**src/rtl/lmfe_ctrl.sv**
```systemverilog
// Sequencer for the 49-entry insert/delete median engine: serpentine 7x7 window scan,
// engine fill at frame start, drain back to all-255 at frame end.
module lmfe_ctrl #(
    parameter int unsigned IMG_W = 64,
    parameter int unsigned IMG_H = 64,
    parameter int unsigned AW    = 12
) (
    input  logic          clk,
    input  logic          RST_N,
    input  logic          start,
    output logic          busy,
    output logic          done,
    output logic          img_rd,
    output logic [AW-1:0] img_addr,
    input  logic [7:0]    img_data,
    output logic          SEN,
    output logic [7:0]    INS,
    output logic [7:0]    DEL,
    input  logic [7:0]    MED,
    output logic          res_we,
    output logic [AW-1:0] res_addr,
    output logic [7:0]    res_data
);
    // Signed coordinate width: room for -4 .. IMG_W+3
    localparam int unsigned CW = AW + 3;
    localparam logic signed [CW-1:0] C3 = CW'(3);
    localparam logic signed [CW-1:0] C4 = CW'(4);
    localparam logic signed [CW-1:0] WS = CW'(IMG_W);
    localparam logic signed [CW-1:0] HS = CW'(IMG_H);
    localparam logic [AW-1:0] WA   = AW'(IMG_W);
    localparam logic [AW-1:0] XMAX = AW'(IMG_W - 1);
    localparam logic [AW-1:0] YMAX = AW'(IMG_H - 1);

    typedef enum logic [2:0] {StIdle, StFill, StEmit, StMoveH, StMoveV, StDrain, StDone} state_e;

    state_e        state_q, state_d;
    logic          phase_q, phase_d;   // 0: delete-read cycle, 1: insert-read cycle
    logic [2:0]    sc_q, sc_d;         // slot column / move index / wait counter
    logic [2:0]    sr_q, sr_d;         // slot row (fill and drain)
    logic [AW-1:0] cx_q, cx_d, cy_q, cy_d;

    logic          rd_q;               // img_data is valid this cycle
    logic [7:0]    del_cap_q, ins_dflt_q;
    logic          p1_q;               // insert data arrives this cycle; update next cycle
    logic          sen_q;
    logic [7:0]    ins_q, del_q;

    logic                 slot_st, rd_req, in_range;
    logic signed [CW-1:0] cxs, cys, scs, srs, rx, ry;

    assign slot_st = (state_q == StFill) || (state_q == StMoveH) ||
                     (state_q == StMoveV) || (state_q == StDrain);
    assign cxs = $signed({3'b000, cx_q});
    assign cys = $signed({3'b000, cy_q});
    assign scs = $signed({{(CW-3){1'b0}}, sc_q});
    assign srs = $signed({{(CW-3){1'b0}}, sr_q});

    // Coordinate of the pixel addressed in the current read cycle
    always_comb begin
        rx     = cxs - C3 + scs;
        ry     = cys - C3 + srs;
        rd_req = 1'b0;
        case (state_q)
            StFill:  rd_req = phase_q;
            StDrain: rd_req = !phase_q;
            StMoveH: begin
                rd_req = 1'b1;
                ry     = cys - C3 + scs;
                case ({cy_q[0], phase_q})
                    2'b00:   rx = cxs - C3;
                    2'b01:   rx = cxs + C4;
                    2'b10:   rx = cxs + C3;
                    default: rx = cxs - C4;
                endcase
            end
            StMoveV: begin
                rd_req = 1'b1;
                rx     = cxs - C3 + scs;
                ry     = phase_q ? (cys + C4) : (cys - C3);
            end
            default: rd_req = 1'b0;
        endcase
    end

    assign in_range = !rx[CW-1] && (rx < WS) && !ry[CW-1] && (ry < HS);
    assign img_rd   = rd_req && in_range;
    assign img_addr = img_rd ? (ry[AW-1:0] * WA + rx[AW-1:0]) : '0;

    assign done     = (state_q == StDone) && (sc_q == 3'd3);
    assign busy     = (state_q != StIdle) && !done;
    assign res_we   = (state_q == StEmit) && (sc_q == 3'd2);
    assign res_addr = res_we ? (cy_q * WA + cx_q) : '0;
    assign res_data = MED;
    assign SEN      = sen_q;
    assign INS      = ins_q;
    assign DEL      = del_q;

    // Next-state: slot sequencing, window moves, emit and done waits
    always_comb begin
        state_d = state_q;
        phase_d = phase_q;
        sc_d    = sc_q;
        sr_d    = sr_q;
        cx_d    = cx_q;
        cy_d    = cy_q;
        case (state_q)
            StIdle: begin
                if (start) begin
                    state_d = StFill;
                    phase_d = 1'b0;
                    sc_d    = '0;
                    sr_d    = '0;
                    cx_d    = '0;
                    cy_d    = '0;
                end
            end
            StFill, StDrain: begin
                phase_d = !phase_q;
                if (phase_q) begin
                    if (sc_q == 3'd6) begin
                        sc_d = '0;
                        if (sr_q == 3'd6) begin
                            sr_d    = '0;
                            state_d = (state_q == StFill) ? StEmit : StDone;
                        end else begin
                            sr_d = sr_q + 3'd1;
                        end
                    end else begin
                        sc_d = sc_q + 3'd1;
                    end
                end
            end
            StMoveH, StMoveV: begin
                phase_d = !phase_q;
                if (phase_q) begin
                    if (sc_q == 3'd6) begin
                        sc_d    = '0;
                        state_d = StEmit;
                        if (state_q == StMoveV) cy_d = cy_q + 1'b1;
                        else if (cy_q[0])       cx_d = cx_q - 1'b1;
                        else                    cx_d = cx_q + 1'b1;
                    end else begin
                        sc_d = sc_q + 3'd1;
                    end
                end
            end
            StEmit: begin
                // Wait for the window's last update to land in the engine, then write
                if (sc_q == 3'd2) begin
                    sc_d = '0;
                    if ((!cy_q[0] && (cx_q < XMAX)) || (cy_q[0] && (cx_q != '0))) begin
                        state_d = StMoveH;
                    end else if (cy_q < YMAX) begin
                        state_d = StMoveV;
                    end else begin
                        state_d = StDrain;
                    end
                end else begin
                    sc_d = sc_q + 3'd1;
                end
            end
            StDone: begin
                if (sc_q == 3'd3) begin
                    sc_d    = '0;
                    state_d = StIdle;
                end else begin
                    sc_d = sc_q + 3'd1;
                end
            end
            default: state_d = StIdle;
        endcase
    end

    // Sequencer state register
    always_ff @(posedge clk or negedge RST_N) begin
        if (!RST_N) begin
            state_q <= StIdle;
            phase_q <= 1'b0;
            sc_q    <= '0;
            sr_q    <= '0;
            cx_q    <= '0;
            cy_q    <= '0;
        end else begin
            state_q <= state_d;
            phase_q <= phase_d;
            sc_q    <= sc_d;
            sr_q    <= sr_d;
            cx_q    <= cx_d;
            cy_q    <= cy_d;
        end
    end

    // Pixel capture and engine update pipeline (update 3 cycles after slot start)
    always_ff @(posedge clk or negedge RST_N) begin
        if (!RST_N) begin
            rd_q       <= 1'b0;
            del_cap_q  <= 8'hFF;
            ins_dflt_q <= 8'h00;
            p1_q       <= 1'b0;
            sen_q      <= 1'b1;
            ins_q      <= 8'hFF;
            del_q      <= 8'hFF;
        end else begin
            rd_q <= img_rd;
            p1_q <= slot_st && phase_q;
            if (slot_st && phase_q) begin
                // Missing delete: 255 in fill (engine starts all-255), 0 when off-image
                del_cap_q  <= rd_q ? img_data : ((state_q == StFill) ? 8'hFF : 8'h00);
                ins_dflt_q <= (state_q == StDrain) ? 8'hFF : 8'h00;
            end
            sen_q <= !p1_q;
            ins_q <= p1_q ? (rd_q ? img_data : ins_dflt_q) : 8'hFF;
            del_q <= p1_q ? del_cap_q : 8'hFF;
        end
    end

endmodule

```
**config.mk**
```make
export PLATFORM = sky130hd
export DESIGN_NAME = lmfe_ctrl
export DESIGN_NICKNAME = d
export VERILOG_FILES = /design/src/rtl/lmfe_ctrl.sv
export SDC_FILE = /design/constraint.sdc
export NUM_CORES = 1
export LEC_CHECK = 0
export ABC_CLOCK_PERIOD_IN_PS = 16200
export CAP_MARGIN = 20
export CORE_MARGIN = 3
export CORE_UTILIZATION = 60
export CTS_CLUSTER_SIZE = 16
export DETAILED_ROUTE_END_ITERATION = 8
export GPL_TIMING_DRIVEN = 0
export PLACE_DENSITY = 0.85
export SLEW_MARGIN = 20
export SYNTH_ARGS = -nofsm -noshare
export SYNTH_HDL_FRONTEND = slang
export SYNTH_SLANG_ARGS = --single-unit
```
**constraint.sdc**
```tcl
create_clock -name clk -period 16.2 [get_ports clk]
set_input_delay 4.05 -clock clk [delete_from_list [all_inputs] [get_ports clk]]
set_output_delay 4.05 -clock clk [all_outputs]
set_load 0.01 [all_outputs]
```
**Run 1: clock wires, drivers and flops**

(2 px per um)
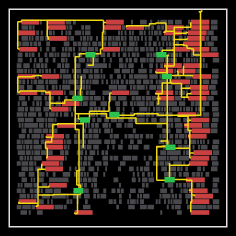
[green] cells driving clock nets | count: 9
[yellow] clock wires | length: 966 um
[red] flip-flops | count: 62
routed clock nets	10
flops lie	all over the die

**Run 1: routing congestion**

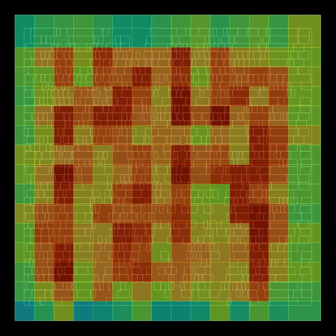
final core utilization: 73.3%
met2 Use GR: 59.1%
met3 GRT Util: 4.72%

==> results.tsv, run 1 <==
metric	value	unit
hold_viol	0	
cp_data_arrival_time	6320	ps
grt_max_degree	58	
place_congestion	0.959	
via_count	6570	
syn_to_final_growth	16.8	%
path_class	reg -> out	
hp-class	reg -> reg	
crit_required	12150	ps
ff2ff_setup_slack	10780	ps
cts_resized	0	
drv_cap	0	
lay_top_count	nand2_1	
ys.flop_type	dfrtp_1	
r2r_cells	17	
grt_pass1_wl	31300	um
grt_pass1_vias	6282	
slew_headroom	36.5	%
hold_buffers	0	
ys_ff	62	
fp-utilization	62.7	%
ys_sh_mux	1.78	%
nFlopsAndLatches	62	
cts.sinks	62	
regToRegStartpoint	state_q[2]$_DFFE_PN0P_	
wl_per_cell	19.3	um
io_pins	72	
buf_share	13.1	%
enable_flop_cells	0	
max_freq	96.4	MHz
chip_area	11700	sq um
worstPathCellList	clkbuf_1, nand3b_1, clkbuf_1, clkbuf_1, clkbuf_1, nand2_1, o21ai_0, ha_1, fa_1, a21oi_1, nor2_1, o211ai_1, o31ai_1, a21oi_1, or4_1, buf_2, nor3_2, clkdlybuf4s50_1	
critPathSlowestCell	or4_1	
start_kind	flip-flop	
num_tap_cells	133	
clock_area_share	3.12	%
cp_max_fo	10	
drc_errors	0	
warning_count	37	
period_minus_slack	10370	ps
syn_nets	867	
synthAdderAreaFrac	10.2	%
netlist_area	6250	sq um
layout-drive-gt1-share	9.32	%
flop_area	1580	sq um
cp-end-kind	output port	
final_area	7300	sq um
area_leaders	dfrtp_1 15%, dfstp_2 11%, ha_1 8.6%	
cts_tree	done	
clock_path_buffers	2	
clk_pin_slew	90	ps
die_width	108	um
core_area	9950	sq um
logic_area	4240	sq um
setup_tns	0	ps
logic_gates	641	
largest_area_cell	dfrtp_1	
rows	36	
ys_seq_share	25.3	%
inv_count	33	
async_reset_ff_share	100	%
dpl_cell_area	7070	sq um
xor_share	7.99	%
postCtsSetupRepairBufs	0	
crit_path_start	state_q[2]$_DFFE_PN0P_	
yosys_cells	800	
status	complete, no violations	
drt_first_pass_iters	5	
setup_viol	0	
root_buffer	clkbuf_8	
hold_ws	486	ps
drtIter0Drc	627	
topCombFamilyByArea	simple AND/OR/NAND/NOR gates	
final_net_count	942	
reg2reg_to	rd_q$_DFF_PN0_	
postRouteAntennaNets	0	
crit_top_cell	clkbuf_1	
cts-htree-levels	3	
n_all_buffers	128	
vias_per_cell	6.49	
netlist.area_leader.share	14.8	%
overflow	0	
crit_end	img_addr[0]	
sh_comb_area	58.1	%
yosysWarnings	0	
mostFrequentLayoutCells	89 x nand2_1, 73 x nor2_1, 62 x clkdlybuf4s50_1	
cts_made_buffers	9	
max_stage_delay	640	ps
antennaDiodeCount	0	
ys_chip_area	6250	sq um
die_h	108	um
grt_usage	34.1	%
simple_gate_area_share	24.8	%
largest_cell_class	multi-input combinational cells	
yosys.area_share.aoi	23.1	%
final.setup_skew	15.4	ps
tightest_slew	946	ps
clk_latency	380	ps
nClkBuffers	9	
nFillCells	798	
slew_violations	0	
finalClockPeriodUsage	64.0	%
syn_avg_cell_area	7.81	sq um
grt_setup_unrepaired	no	
synth_cells	800	
sh_seq_area	21.7	%
synth.distinct_cells	74	
**Run 1: layout detail**

Region (71, 17) to (91, 37) um. Cells in gray, sequential cells in the stronger gray; small squares are vias.
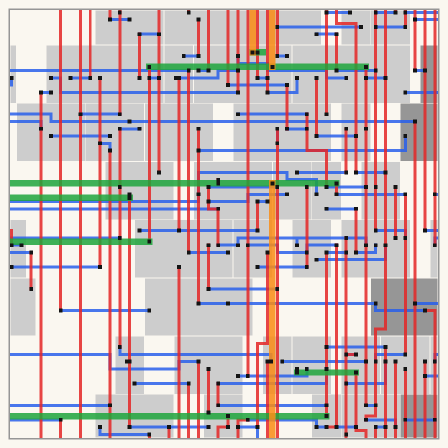
color	layer
red	met2
blue	met1
orange	met4
green	met3
most frequent	o21ai_0 (5), inv_1 (4)
cells with their middle in the window	34
sequential cells in the window	0

-- run 1: worst min-delay path by stage --
stage                        startpoint                to  slack, ps  cells after the start
3_3_place_gp   del_cap_q[5]$_DFFE_PN1P_  DEL[5]$_DFF_PN1_        480                      1
6_report       del_cap_q[3]$_DFFE_PN1P_  DEL[3]$_DFF_PN1_        490                      1
3_5_place_dp   del_cap_q[3]$_DFFE_PN1P_  DEL[3]$_DFF_PN1_        490                      1
5_1_grt        del_cap_q[3]$_DFFE_PN1P_  DEL[3]$_DFF_PN1_        510                      1
2_1_floorplan  del_cap_q[0]$_DFFE_PN1P_  DEL[0]$_DFF_PN1_        480                      1
4_1_cts        del_cap_q[3]$_DFFE_PN1P_  DEL[3]$_DFF_PN1_        490                      1
-- run 1: synthesized netlist by cell type, types with 3 or more instances --
| cell type | n |
|---|---|
| nand2_1 | 89 |
| nor2_1 | 73 |
| o21ai_0 | 61 |
| a21oi_1 | 51 |
| clkbuf_1 | 46 |
| ha_1 | 43 |
| xnor2_1 | 38 |
| dfrtp_1 | 37 |
| inv_1 | 31 |
| dfstp_2 | 25 |
| nand3_1 | 25 |
| nor3_1 | 19 |
| xor2_1 | 19 |
| a31oi_1 | 16 |
| nand2b_1 | 16 |
| nand4_1 | 14 |
| a21o_1 | 10 |
| mux2i_1 | 10 |
| nor3_2 | 10 |
| nor4_1 | 10 |
| and2_1 | 9 |
| and3_1 | 9 |
| buf_4 | 8 |
| o211ai_1 | 8 |
| o31ai_1 | 8 |
| a22o_1 | 7 |
| nor2b_1 | 7 |
| o21bai_1 | 6 |
| o22ai_1 | 6 |
| a211o_1 | 5 |
| fa_1 | 5 |
| a211oi_1 | 4 |
| buf_2 | 4 |
| o21a_1 | 4 |
| or3_1 | 4 |
| a22oi_1 | 3 |
| buf_1 | 3 |
| buf_6 | 3 |
| nor4b_1 | 3 |
| o41ai_1 | 3 |
| or3b_2 | 3 |
-- run 1: sequential cells by signal, indices dropped and copies added, names as in the netlist --
name,count
sr_q,3
SEN,1
cx_q,12
INS,8
DEL,8
phase_q,1
del_cap_q,8
state_q,3
cy_q,12
p1_q,1
ins_dflt_q,1
sc_q,3
rd_q,1
-- run 1: stage by stage --
step	utilization (%)	setup WS (ps)	instances
6_report	73.3	5830	1013
2_1_floorplan	-	7980	800
3_3_place_gp	70.8	6610	996
5_1_grt	73.3	5580	1013
4_1_cts	73.3	5950	1013
3_5_place_dp	71.0	6470	997
-- run 1: worst max-delay path: cells and delay by family (launching register included) --
family,cells,cell delay [ps]
buf+inv,6,2690
simple gates,5,1550
compound gates,5,880
fa+ha+maj,2,470
flops,1,330
-- run 1: per-layer routing --
layer  routed length (um)  share of wire, %  vias up  track usage [%]
li1                     -                 -     3005                -
met1                 8070                41     3161             43.3
met2                 9490                48      355             59.1
met3                 1490               7.6       49             4.72
met4                  545               2.8        0             12.7
met5                    0                 0        -                0
**Run 1: met4 routing**

(3 px per um) Cells faint in the background.
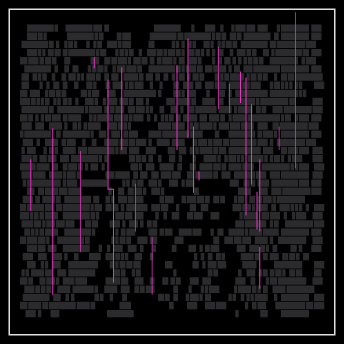

==> run 1 -> run 2 <==
--- a/config.mk
+++ b/config.mk
@@ -5,14 +5,14 @@
 export SDC_FILE = /design/constraint.sdc
 export NUM_CORES = 1
 export LEC_CHECK = 0
-export ABC_CLOCK_PERIOD_IN_PS = 16200
+export ABC_CLOCK_PERIOD_IN_PS = 9200
 export CAP_MARGIN = 20
 export CORE_MARGIN = 3
-export CORE_UTILIZATION = 60
+export CORE_UTILIZATION = 52
 export CTS_CLUSTER_SIZE = 16
 export DETAILED_ROUTE_END_ITERATION = 8
 export GPL_TIMING_DRIVEN = 0
-export PLACE_DENSITY = 0.85
+export PLACE_DENSITY = 0.78
 export SLEW_MARGIN = 20
 export SYNTH_ARGS = -nofsm -noshare
 export SYNTH_HDL_FRONTEND = slang
==> constraint.sdc (replaced) <==
create_clock -name clk -period 9.2 [get_ports clk]
set_input_delay 2.3 -clock clk [delete_from_list [all_inputs] [get_ports clk]]
set_output_delay 2.3 -clock clk [all_outputs]
set_load 0.01 [all_outputs]
**Run 2: met4 routing**

(3 px per um) Cells faint in the background.
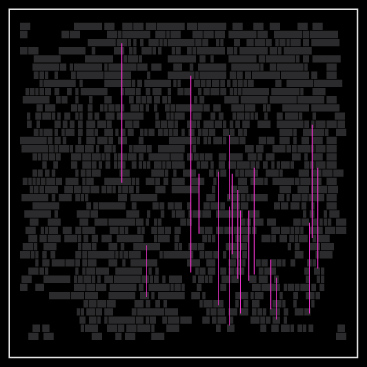
longest straight run	65.3 um
nets with wire on the layer	17
share of all routed wire	2.8%
main direction	vertical
DR vias: 6284
Routed WL: 19300 um

==> results.tsv, run 2 <==
metric	value	unit	change
max_freq	121	MHz	
overflow	0		unchanged
crit_end	img_rd		
grt_setup_unrepaired	no		
cp_max_fo	10		unchanged
antennaDiodeCount	0		unchanged
async_reset_ff_share	100	%	unchanged
synth_cells	800		unchanged
hold_viol	0		unchanged
syn_avg_cell_area	7.81	sq um	unchanged
max_stage_delay	610	ps	-30 ps
status	complete, no violations		
warning_count	37		unchanged
chip_area	13400	sq um	+14%
io_buffers	63		
enable_flop_cells	0		unchanged
lay_top_count	nand2_1		
largest_area_cell	dfrtp_1		
worstPathCellList	clkbuf_1, nand3b_1, clkbuf_1, clkbuf_1, clkbuf_1, o21ai_0, ha_1, fa_1, a21oi_1, nor2_1, nand2_1, mux2i_1, a21oi_1, or4_1, buf_2, nor2_1, clkdlybuf4s50_1		
grt_pass1_vias	6051		-3.7%
fin_util	63.8	%	-9.5 points
start_kind	flip-flop		
min_path_cells	1		unchanged
slew_violations	0		unchanged
io_pins	72		unchanged
crit_required	6900	ps	-5250 ps
biggestRegsByFlops	cx_q (12), cy_q (12)		
syn_to_final_growth	18.1	%	
reg2reg_to	rd_q$_DFF_PN0_		
grt_usage	29.6	%	-4.6 points
wl_met2	8440	um	-11%
finalClockPeriodUsage	89.7	%	
synth.distinct_cells	74		unchanged
drt_first_pass_iters	5		unchanged
dr_wl_met3	1620	um	+8.8%
postCtsSetupRepairBufs	0		unchanged
crit_top_cell	clkbuf_1		
grt_pass1_wl	31100	um	-0.73%
netlist.area_leader.share	14.8	%	unchanged
regToRegStartpoint	state_q[2]$_DFFE_PN0P_		
clk_pin_slew	60	ps	-30 ps
antenna_found_initial	0		
setup_tns	0	ps	unchanged
drt-met1-wl	8700	um	+7.9%
cts.sinks	62		unchanged
ff2ff_setup_slack	4060	ps	-6720 ps
drtIter0Drc	571		-8.9%
period_minus_slack	8260	ps	
yosys_cells	800		unchanged
wl_per_cell	18.9	um	-2.5%
dpl_cell_area	7080	sq um	+0.18%
final_area	7370	sq um	+1.1%
die_h	116	um	+7.0%
hp-class	reg -> reg		
final.setup_skew	8.40	ps	-6.99 ps
ys.flop_type	dfrtp_1		
nFillCells	1007		+26%
postRouteAntennaNets	0		unchanged
common_cells	89 x nand2_1, 73 x nor2_1, 61 x o21ai_0		
yosysMostFrequentCell	nand2_1		
vias_per_cell	6.14		-5.3%
hp-start	del_cap_q[4]$_DFFE_PN1P_		
hold_buffers	0		unchanged
clock_path_buffers	2		unchanged
grt_max_degree	48		-17%
cp-end-kind	output port		
cts_resized	0		unchanged
hpwlAfterDp	14700	um	
area_leaders	dfrtp_1 15%, dfstp_2 11%, ha_1 8.6%		
drc_errors	0		unchanged
tightest_slew	960	ps	+14.6 ps
yosysWarnings	0		unchanged
final_net_count	942		unchanged
netlist_area	6250	sq um	unchanged
mostFrequentLayoutCells	89 x nand2_1, 73 x nor2_1, 62 x clkdlybuf4s50_1		
ys_ff	62		unchanged
fp-utilization	54.0	%	-8.7 points
drv_cap	0		unchanged
syn_nets	867		unchanged
layout-drive-gt1-share	9.09	%	-0.23 points
cts_tree	done		
cp_data_arrival_time	5960	ps	-360 ps
path_class	reg -> out		
setup_viol	0		unchanged
ys_seq_share	25.3	%	unchanged
root_buffer	clkbuf_16		
clk_latency	340	ps	-40 ps
place_congestion	1.06		+10%
critPathSlowestCell	or4_1		
cts-htree-levels	3		unchanged
slew_headroom	35.5	%	-0.98 points
cts_made_buffers	9		unchanged
ys_chip_area	6250	sq um	unchanged
core_area	11600	sq um	+16%
die_width	116	um	+7.0%
routed.top_layer	met4		
rows	39		+8.3%
r2r_cells	16		-1
crit_path_start	state_q[2]$_DFFE_PN0P_		
[run 2: netlist changes by cell type in the layout (fill, tap and decap cells not counted)]
cell        before  now
clkbuf_1        46   48
bufinv_16        2    1
clkbuf_16        0    9
clkinv_4         1    0
clkbuf_8         9    1
inv_6            4    0
clkinvlp_4       0    1
clkinv_2         0    2
[run 2: cells by family (layout without fill, tap and decap cells)]
| family | Yosys count | after routing | synth area share, % |
|---|---|---|---|
| buffers and inverters | 97 | 177 | 6.75 |
| adders and majority gates | 48 | 48 | 10.2 |
| AOI/OAI and AO/OA | 219 | 219 | 23.1 |
| and+or+nand+nor | 306 | 306 | 24.8 |
| xor gates and xnor gates | 57 | 57 | 7.99 |
| muxes | 11 | 11 | 1.78 |
| DFF | 62 | 62 | 25.3 |
[run 2: metal layers]
layer | global-route usage [%] | vias to the layer above
met5 | 0 | -
met3 | 5.74 | 36
met2 | 44.6 | 270
li1 | - | 2999
met1 | 42.0 | 2979
met4 | 11.3 | 0
[run 2: area by class of cell]
class,count,area (sq um),area share [%]
Timing Repair Buffer,64,656,8.89
Buffer,64,298,4.04
Clock buffer,12,246,3.34
Sequential cell,62,1580,21.5
Tap cell,143,179,2.43
Multi-Input combinational cell,641,4240,57.5
Clock inverter,4,47.5,0.645
Inverter,33,124,1.68
[run 2: worst min-delay path by stage]
stage	to	slack, ps
floorplan	DEL[0]$_DFF_PN1_	480
global placement	DEL[4]$_DFF_PN1_	480
detailed placement	del_cap_q[1]$_DFFE_PN1P_	490
CTS	del_cap_q[1]$_DFFE_PN1P_	500
global route	DEL[4]$_DFF_PN1_	500
finish	DEL[4]$_DFF_PN1_	490
[run 2: through the flow]
| step | setup slack [ps] | instances | hold slack, ps |
|---|---|---|---|
| 6_report | 943 | 1023 | 494 |
| 3_3_place_gp | 1410 | 1006 | 483 |
| 4_1_cts | 1010 | 1023 | 497 |
| 2_1_floorplan | 2920 | 800 | 478 |
| 5_1_grt | 618 | 1023 | 504 |
| 3_5_place_dp | 1410 | 1007 | 489 |
[run 2: worst max-delay path, delay by kind of cell, from the launching register on]
| kind | cells | cell delay [ps] |
|---|---|---|
| compound gates | 3 | 460 |
| fa+ha+maj | 2 | 700 |
| buf+inv | 6 | 2610 |
| flops | 1 | 320 |
| mux | 1 | 180 |
| simple gates | 5 | 1330 |
**Run 2: clock wires, drivers and flops**

(2 px per um)
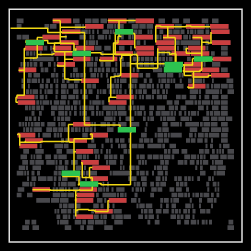

==> run 2 -> run 3 <==
--- a/config.mk
+++ b/config.mk
@@ -8,11 +8,13 @@
 export ABC_CLOCK_PERIOD_IN_PS = 9200
 export CAP_MARGIN = 20
 export CORE_MARGIN = 3
-export CORE_UTILIZATION = 52
+export CORE_UTILIZATION = 53
+export CTS_BUF_LIST = sky130_fd_sc_hd__clkbuf_4 sky130_fd_sc_hd__clkbuf_8
 export CTS_CLUSTER_SIZE = 16
 export DETAILED_ROUTE_END_ITERATION = 8
+export GPL_ROUTABILITY_DRIVEN = 0
 export GPL_TIMING_DRIVEN = 0
-export PLACE_DENSITY = 0.78
+export PLACE_DENSITY = 0.79
 export SLEW_MARGIN = 20
 export SYNTH_ARGS = -nofsm -noshare
 export SYNTH_HDL_FRONTEND = slang
**Run 3: clock wires, drivers and flops**

(2 px per um)
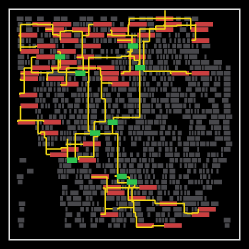
Layout Skew: 11.6 ps
Skew-Pair Late Insertion Delay: 360 ps

==> results.tsv, run 3 <==
metric	value	unit	change
cp_data_arrival_time	6000	ps	+40 ps
final_net_count	942		unchanged
setup_viol	0		unchanged
clock_path_buffers	2		unchanged
drt_first_pass_iters	5		unchanged
ys_chip_area	6250	sq um	unchanged
largest_area_cell	dfrtp_1		
syn_to_final_growth	17.0	%	
core_area	11500	sq um	-0.84%
regToRegStartpoint	state_q[2]$_DFFE_PN0P_		
cts_tree	done		
layout-drive-gt1-share	9.32	%	+0.23 points
postCtsSetupRepairBufs	0		unchanged
async_reset_ff_share	100	%	unchanged
placed_cells	1007		unchanged
fp-utilization	54.5	%	+0.46 points
io_pins	72		unchanged
hold_buffers	0		unchanged
warning_count	37		unchanged
synth.distinct_cells	74		unchanged
ys.flop_type	dfrtp_1		
antenna_found_initial	0		unchanged
synth_cells	800		unchanged
cp_max_fo	10		unchanged
crit_required	6900	ps	about the same
yosysMostFrequentCell	nand2_1		
area_leaders	dfrtp_1 15%, dfstp_2 11%, ha_1 8.6%		
biggestRegsByFlops	cx_q (12), cy_q (12)		
cts-htree-levels	3		unchanged
clk_pin_slew	80	ps	+20 ps
slew_violations	0		unchanged
final_area	7310	sq um	-0.90%
grt_max_degree	54		+13%
drc_errors	0		unchanged
finalNonFillerCells	1023		unchanged
hpwlAfterDp	13300	um	-9.6%
vias_per_cell	6.19		+0.81%
netlist.area_leader.share	14.8	%	unchanged
overflow	0		unchanged
mostFrequentLayoutCells	89 x nand2_1, 73 x nor2_1, 62 x clkdlybuf4s50_1		
postRouteAntennaNets	0		unchanged
logic_area	4240	sq um	unchanged
grt_pass1_vias	5775		-4.6%
die_width	115	um	-0.90%
hold_viol	0		unchanged
routed_wl	17600	um	-8.8%
hp-class	reg -> reg		
drv_cap	0		unchanged
enable_flop_cells	0		unchanged
grt_usage	27.3	%	-2.3 points
tightest_slew	1020	ps	+62.6 ps
crit_path_start	state_q[2]$_DFFE_PN0P_		
root_buffer	clkbuf_8		
syn_avg_cell_area	7.81	sq um	unchanged
chip_area	13100	sq um	-1.8%
status	complete, no violations		
io_buffers	63		unchanged
cts_resized	0		unchanged
cts.sinks	62		unchanged
nFillCells	1019		+1.2%
flop_area	1580	sq um	unchanged
ys_seq_share	25.3	%	unchanged
cts_made_buffers	9		unchanged
max_freq	120	MHz	-0.56%
pre_cts_slack	1360	ps	-48.1 ps
dpl_cell_area	7080	sq um	unchanged
cp-end-kind	output port		
finalClockPeriodUsage	90.2	%	+0.50 points
period_minus_slack	8300	ps	+46.4 ps
run 3: cell counts after synthesis:
Identical to the previous run, type by type.
run 3: kinds of logic after synthesis:
logic type	count (synthesis)	synth area share, %
compound gates	219	23.1
xor+xnor	57	7.99
fa+ha+maj	48	10.2
buf+inv	97	6.75
flops	62	25.3
mux	11	1.78
simple gates	306	24.8
run 3: through the flow:
stage / util, % / hold slack, ps
after global placement: 61.5 / 480
after detailed placement: 61.7 / 484
final: 63.7 / 481
after floorplan: - / 478
after CTS: 63.7 / 486
after global routing: 63.7 / 501
run 3: per-layer routing:
| layer | track usage (%) | routed length (um) | share of wire (%) |
|---|---|---|---|
| met1 | 39.4 | 7780 | 44 |
| met2 | 40.6 | 7810 | 44 |
| met3 | 3.65 | 1490 | 8.5 |
| met4 | 12.0 | 520 | 3.0 |
| met5 | 0 | 0 | 0 |
run 3: area by class of cell:
type,instances,area share [%]
buffer,64,4.07
clock inverter,7,1.42
tap,143,2.45
timing repair buffer,64,8.97
clock buffer,9,1.69
sequential,62,21.7
inverter,33,1.69
multi-input combinational,641,58.0
run 3: worst paths after layout:
path                                     endpoint  slack, ps  cells after the start
hold / removal                   DEL[0]$_DFF_PN1_        480                      1
setup / recovery                           img_rd        900                     18
hold reg to reg                  DEL[0]$_DFF_PN1_        480                      1
setup reg to reg                   rd_q$_DFF_PN0_       4030                     17
min in group asynchronous  state_q[2]$_DFFE_PN0P_       1780                      1
max in group asynchronous        INS[3]$_DFF_PN1_       6840                      2
run 3: critical path, stage by stage (launching register included):
cell             delay (ps)
dfrtp_1                 330
clkbuf_1                290
nand3b_1                290
clkbuf_1                420
clkbuf_1                590
clkbuf_1                510
nand2_1                  90
o21ai_0                 100
ha_1                    230
fa_1                    220
a21oi_1                  80
nor2_1                  210
o211ai_1                170
o2111ai_1               370
o211ai_1                150
or4_1                   550
buf_2                   260
nor2_1                  210
clkdlybuf4s50_1         570
